### config.mk
export PLATFORM = sky130hd
export DESIGN_NAME = vga_line_fetch
export DESIGN_NICKNAME = d
export VERILOG_FILES = /design/src/rtl/vga_line_fetch.sv
export SDC_FILE = /design/constraint.sdc
export NUM_CORES = 1
export LEC_CHECK = 0
export CORE_MARGIN = 2
export CORE_UTILIZATION = 45
export DETAILED_ROUTE_END_ITERATION = 7
export GPL_ROUTABILITY_DRIVEN = 0
export HOLD_SLACK_MARGIN = 0.02
export PLACE_DENSITY = 0.74
export SLEW_MARGIN = 20
export SYNTH_ARGS = -nofsm -noshare
export SYNTH_HDL_FRONTEND = slang
export SYNTH_SLANG_ARGS = --single-unit
### constraint.sdc
create_clock -name sys_clk -period 11.4 [get_ports sys_clk]
set_input_delay 2.85 -clock sys_clk [delete_from_list [all_inputs] [get_ports sys_clk]]
set_output_delay 2.85 -clock sys_clk [all_outputs]
set_load 0.005 [all_outputs]
### src/rtl/vga_line_fetch.sv
// Fetches one 1024-pixel framebuffer line from DDR3 through the MIG read port into line buffer A or B.
// Define FETCH_STAT_EN to build the saturating underrun counter; otherwise underrun_cnt is tied to 0.
module vga_line_fetch #(
  parameter logic [29:0] FB_BASE   = 30'h0000000,
  parameter int          BURST_LEN = 32
) (
  input  logic        sys_clk,
  input  logic        sys_rst,
  input  logic        read_line_req,
  input  logic        read_line_A_B,
  input  logic [15:0] read_line_addr,
  output logic        read_line_ack,
  output logic        c3_p1_cmd_en,
  input  logic        c3_p1_cmd_full,
  output logic        c3_p1_cmd_rw,
  output logic [5:0]  c3_p1_cmd_bl,
  output logic [29:0] c3_p1_cmd_byte_addr,
  output logic        c3_p1_rd_en,
  input  logic [31:0] c3_p1_rd_data,
  input  logic        c3_p1_rd_empty,
  output logic [15:0] buffAB_wrdata,
  output logic [9:0]  buffAB_wraddress,
  output logic        buffA_wren,
  output logic        buffB_wren,
  output logic [15:0] underrun_cnt
);

  localparam int BW = $clog2(BURST_LEN);

  typedef enum logic [2:0] {IDLE, CMD, DATA, HI, DONE} state_t;
  state_t state, state_n;

  logic        req_s1, req_s2, req_d;
  logic        req_rise;
  logic [15:0] line;
  logic        sel_a;
  logic [8:0]  word;
  logic [31:0] rd_latch;
  logic        burst_end, last_word;
  logic        issue_cmd, take_word, write_hi, set_ack, clr_ack;

  assign req_rise  = req_s2 & ~req_d;
  assign burst_end = (word[BW-1:0] == {BW{1'b1}});
  assign last_word = (word == 9'd511);

  always_ff @(posedge sys_clk or posedge sys_rst) begin
    if (sys_rst) begin
      req_s1 <= 1'b0;
      req_s2 <= 1'b0;
      req_d  <= 1'b0;
      state  <= IDLE;
    end else begin
      req_s1 <= read_line_req;
      req_s2 <= req_s1;
      req_d  <= req_s2;
      state  <= state_n;
    end
  end

  always_comb begin
    state_n   = state;
    issue_cmd = 1'b0;
    take_word = 1'b0;
    write_hi  = 1'b0;
    set_ack   = 1'b0;
    clr_ack   = 1'b0;
    case (state)
      IDLE: if (req_rise) state_n = CMD;
      CMD: begin
        if (!c3_p1_cmd_full) begin
          issue_cmd = 1'b1;
          state_n   = DATA;
        end
      end
      DATA: begin
        if (!c3_p1_rd_empty) begin
          take_word = 1'b1;
          state_n   = HI;
        end
      end
      HI: begin
        write_hi = 1'b1;
        if (!burst_end)     state_n = DATA;
        else if (last_word) state_n = DONE;
        else                state_n = CMD;
      end
      DONE: begin
        // A request already gone by the time the line lands is an underrun: leave without ack.
        if (req_s2) begin
          set_ack = 1'b1;
        end else begin
          clr_ack = 1'b1;
          state_n = IDLE;
        end
      end
      default: state_n = IDLE;
    endcase
  end

  always_ff @(posedge sys_clk or posedge sys_rst) begin
    if (sys_rst) begin
      line                <= '0;
      sel_a               <= 1'b0;
      word                <= '0;
      rd_latch            <= '0;
      read_line_ack       <= 1'b0;
      c3_p1_cmd_en        <= 1'b0;
      c3_p1_cmd_rw        <= 1'b0;
      c3_p1_cmd_bl        <= '0;
      c3_p1_cmd_byte_addr <= '0;
      c3_p1_rd_en         <= 1'b0;
      buffAB_wrdata       <= '0;
      buffAB_wraddress    <= '0;
      buffA_wren          <= 1'b0;
      buffB_wren          <= 1'b0;
    end else begin
      c3_p1_cmd_en <= issue_cmd;
      c3_p1_rd_en  <= take_word;
      buffA_wren   <= (take_word | write_hi) & sel_a;
      buffB_wren   <= (take_word | write_hi) & ~sel_a;
      if (state == IDLE && req_rise) begin
        line  <= read_line_addr;
        sel_a <= read_line_A_B;
        word  <= '0;
      end
      // word counts 32-bit words of the line, so word*4 is also the burst byte offset.
      if (issue_cmd) begin
        c3_p1_cmd_rw        <= 1'b1;
        c3_p1_cmd_bl        <= 6'(BURST_LEN - 1);
        c3_p1_cmd_byte_addr <= FB_BASE + {3'b000, line, 11'b0} + {19'b0, word, 2'b00};
      end
      if (take_word) begin
        rd_latch         <= c3_p1_rd_data;
        buffAB_wrdata    <= c3_p1_rd_data[15:0];
        buffAB_wraddress <= {word, 1'b0};
      end
      if (write_hi) begin
        buffAB_wrdata    <= rd_latch[31:16];
        buffAB_wraddress <= {word, 1'b1};
        word             <= word + 9'd1;
      end
      if (set_ack)      read_line_ack <= 1'b1;
      else if (clr_ack) read_line_ack <= 1'b0;
    end
  end

`ifdef FETCH_STAT_EN
  logic underrun;
  assign underrun = (state == DONE) && !req_s2 && !read_line_ack;

  always_ff @(posedge sys_clk or posedge sys_rst) begin
    if (sys_rst)                                underrun_cnt <= '0;
    else if (underrun && underrun_cnt != 16'hFFFF) underrun_cnt <= underrun_cnt + 16'd1;
  end
`else
  assign underrun_cnt = '0;
`endif

endmodule

==> Changelog: implementation <==
## Implementation

* Clk tree area frac at 3.37%
* CTS root buf: clkbuf_8
* Biggest Area Class: registers
* Clk slew on worst S/H paths at 0.09 ns
* Number of OpenROAD warnings at 26
* Total number of vias at 2803
* Xor/xnor share at 0%
* Status: completed
* FILL cells at 807
* H-tree depth at 3
* Worst Path Required at 11.63 ns
* Fin crit share at 41.5%
* Mapped Area at 0.00445 mm2
* Core area at 0.00968 mm2
* Flops out of synthesis at 105
* Routed wire length at 8550 um
* Ports at 138
* Cell leakage power at 2.50 nW
* Maximum root-to-sink buffer count at 2
* TritonCTS clock tree: yes
* Min-delay worst type: register to register
* Fin. max-slew vios at 0
* #MultiIn Comb at 201
* AND/OR/NAND/NOR Cells, Area Fraction at 7.06%
* Mux frac, synth at 21.2%
* PnR worst setup slack at 6.67 ns
* GRT Resource Usage Total at 16.6%
* Seq share, synth at 59.1%
* Max IR drop VDD at 0.000117 V
* Crit path DAT at 4.96 ns
* RSZ-0062 raised after global routing: no
* CP startpoint kind: input pin
* WL per Instance at 14.8 um
* Adder-cell area share of the yosys netlist at 0.844%
* Async set-reset flop share out of synthesis at 100%
* Highest Clock Rate at 211 MHz
* Combinational Area at 0.00157 mm2
* Post-Synth AOI/OAI Area at 4.28%
* GR Overflow Total at 0
* Die footprint at 0.0107 mm2
* Setup WS pre-CTS at 6.27 ns
* Fin cells at 577
* Plain + repair buffers at 119
* Share of post-route cells with drive strength above 1 at 20.5%
* MaxCap Viol Count at 0
* Post-DP HPWL at 6030 um
* Dpl cells at 562
* CTS-repair resized insts at 0
* Storage cell area at 0.00263 mm2
* Area leader, netlist: dfrtp_1
* Post-layout min period at 4.73 ns
* Tap cells at 133
* Hold buffers post-CTS at 0
* Final #Nets at 497
* First-pass GRT wire length at 13500 um
path summary, 6_finish.rpt:
kind / slack, ns / endpoint / startpoint
max: 6.67 / c3_p1_cmd_byte_addr[21] / c3_p1_cmd_full
min: 0.36 / req_s2 / req_s1
max reg2reg: 8.89 / line[12] / state[0]
min reg2reg: 0.36 / req_s2 / req_s1
max in group asynchronous: 7.61 / word[6] / sys_rst
min in group asynchronous: 2.80 / line[15] / sys_rst
power breakdown:
part           total, W  switching, W  internal, W
Sequential     0.000615     0.0000934     0.000522
Clock          0.000226      0.000119     0.000107
Combinational  0.000494      0.000183     0.000311
Total           0.00133      0.000395     0.000940
cell usage in the layout, fill, tap and decap left out, drive strengths merged, types with 2 or more instances in the layout:
master	netlist	layout
o211ai	2	2
buf	41	4
a21oi	3	3
mux2i	19	19
nand3b	3	3
nor2	7	7
ha	3	3
dfrtp	105	105
clkbuf	2	11
conb	1	22
mux2	67	67
nand2b	2	2
nor3	3	3
nand3	3	3
o21ai	24	24
clkdlybuf4s50	0	115
nand2	26	26
inv	4	5
clkinv	0	2
and3	2	2
nor4b	2	2
kinds of logic after synthesis:
kind of cell | Yosys count
DFF | 105
muxes | 86
and+or+nand+nor | 56
buffers and inverters | 47
AOI/OAI and AO/OA | 34
adders and majority gates | 3
other | 1
layer usage:
metal	vias to the layer above	GRT usage (%)	routed length (um)
met5	-	0	0
met4	0	4.55	74
met3	8	5.78	827
met2	110	27.0	4010
met1	1368	21.2	3640
li1	1317	-	-
worst max-delay path, stage by stage:
cell and delay, ns:
clkdlybuf4s50_1 0.48, nor4b_4 0.90, buf_4 0.36, mux2_2 0.36
state kept, by name (all words and copies together), names as in the netlist, 3 cells and up:
register	flops
buffAB_wraddress	10
word	9
c3_p1_cmd_byte_addr	25
state	3
rd_latch	16
line	16
buffAB_wrdata	16
Fig. 1: placed cells, one colour a class
(4 px per um) Fill, decap, tap and diode cells in grey.
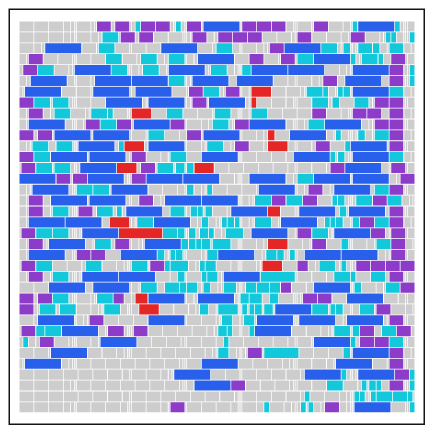
sequential cells -> blue  # cells 105, share of their area 47%
remaining buffers and delay cells -> purple  # cells 119, share of their area 21%
clock drivers and dummy loads -> red  # cells 15, share of their area 3.5%
combinational and other logic -> cyan  # cells 205, share of their area 28%
Finished Cell Area: 0.00576 mm2
flop share of the area: 45.6%
site row count: 36
final core utilization: 59.5%

Fig. 2: selected gate families
(4 px per um)
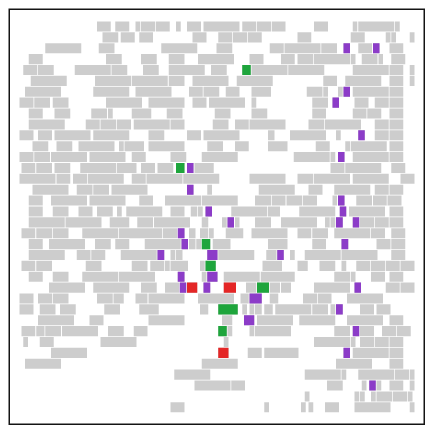
non-inverting ao/oa cells -> red  # cells 3
aoi and oai cells -> purple  # cells 31
and/or cells -> green  # cells 7
multi-input gate share of total cell area: 27.2%
most numerous logic cell after layout: clkdlybuf4s50_1

No activity file was given, so power comes from the tool's default toggle rates.
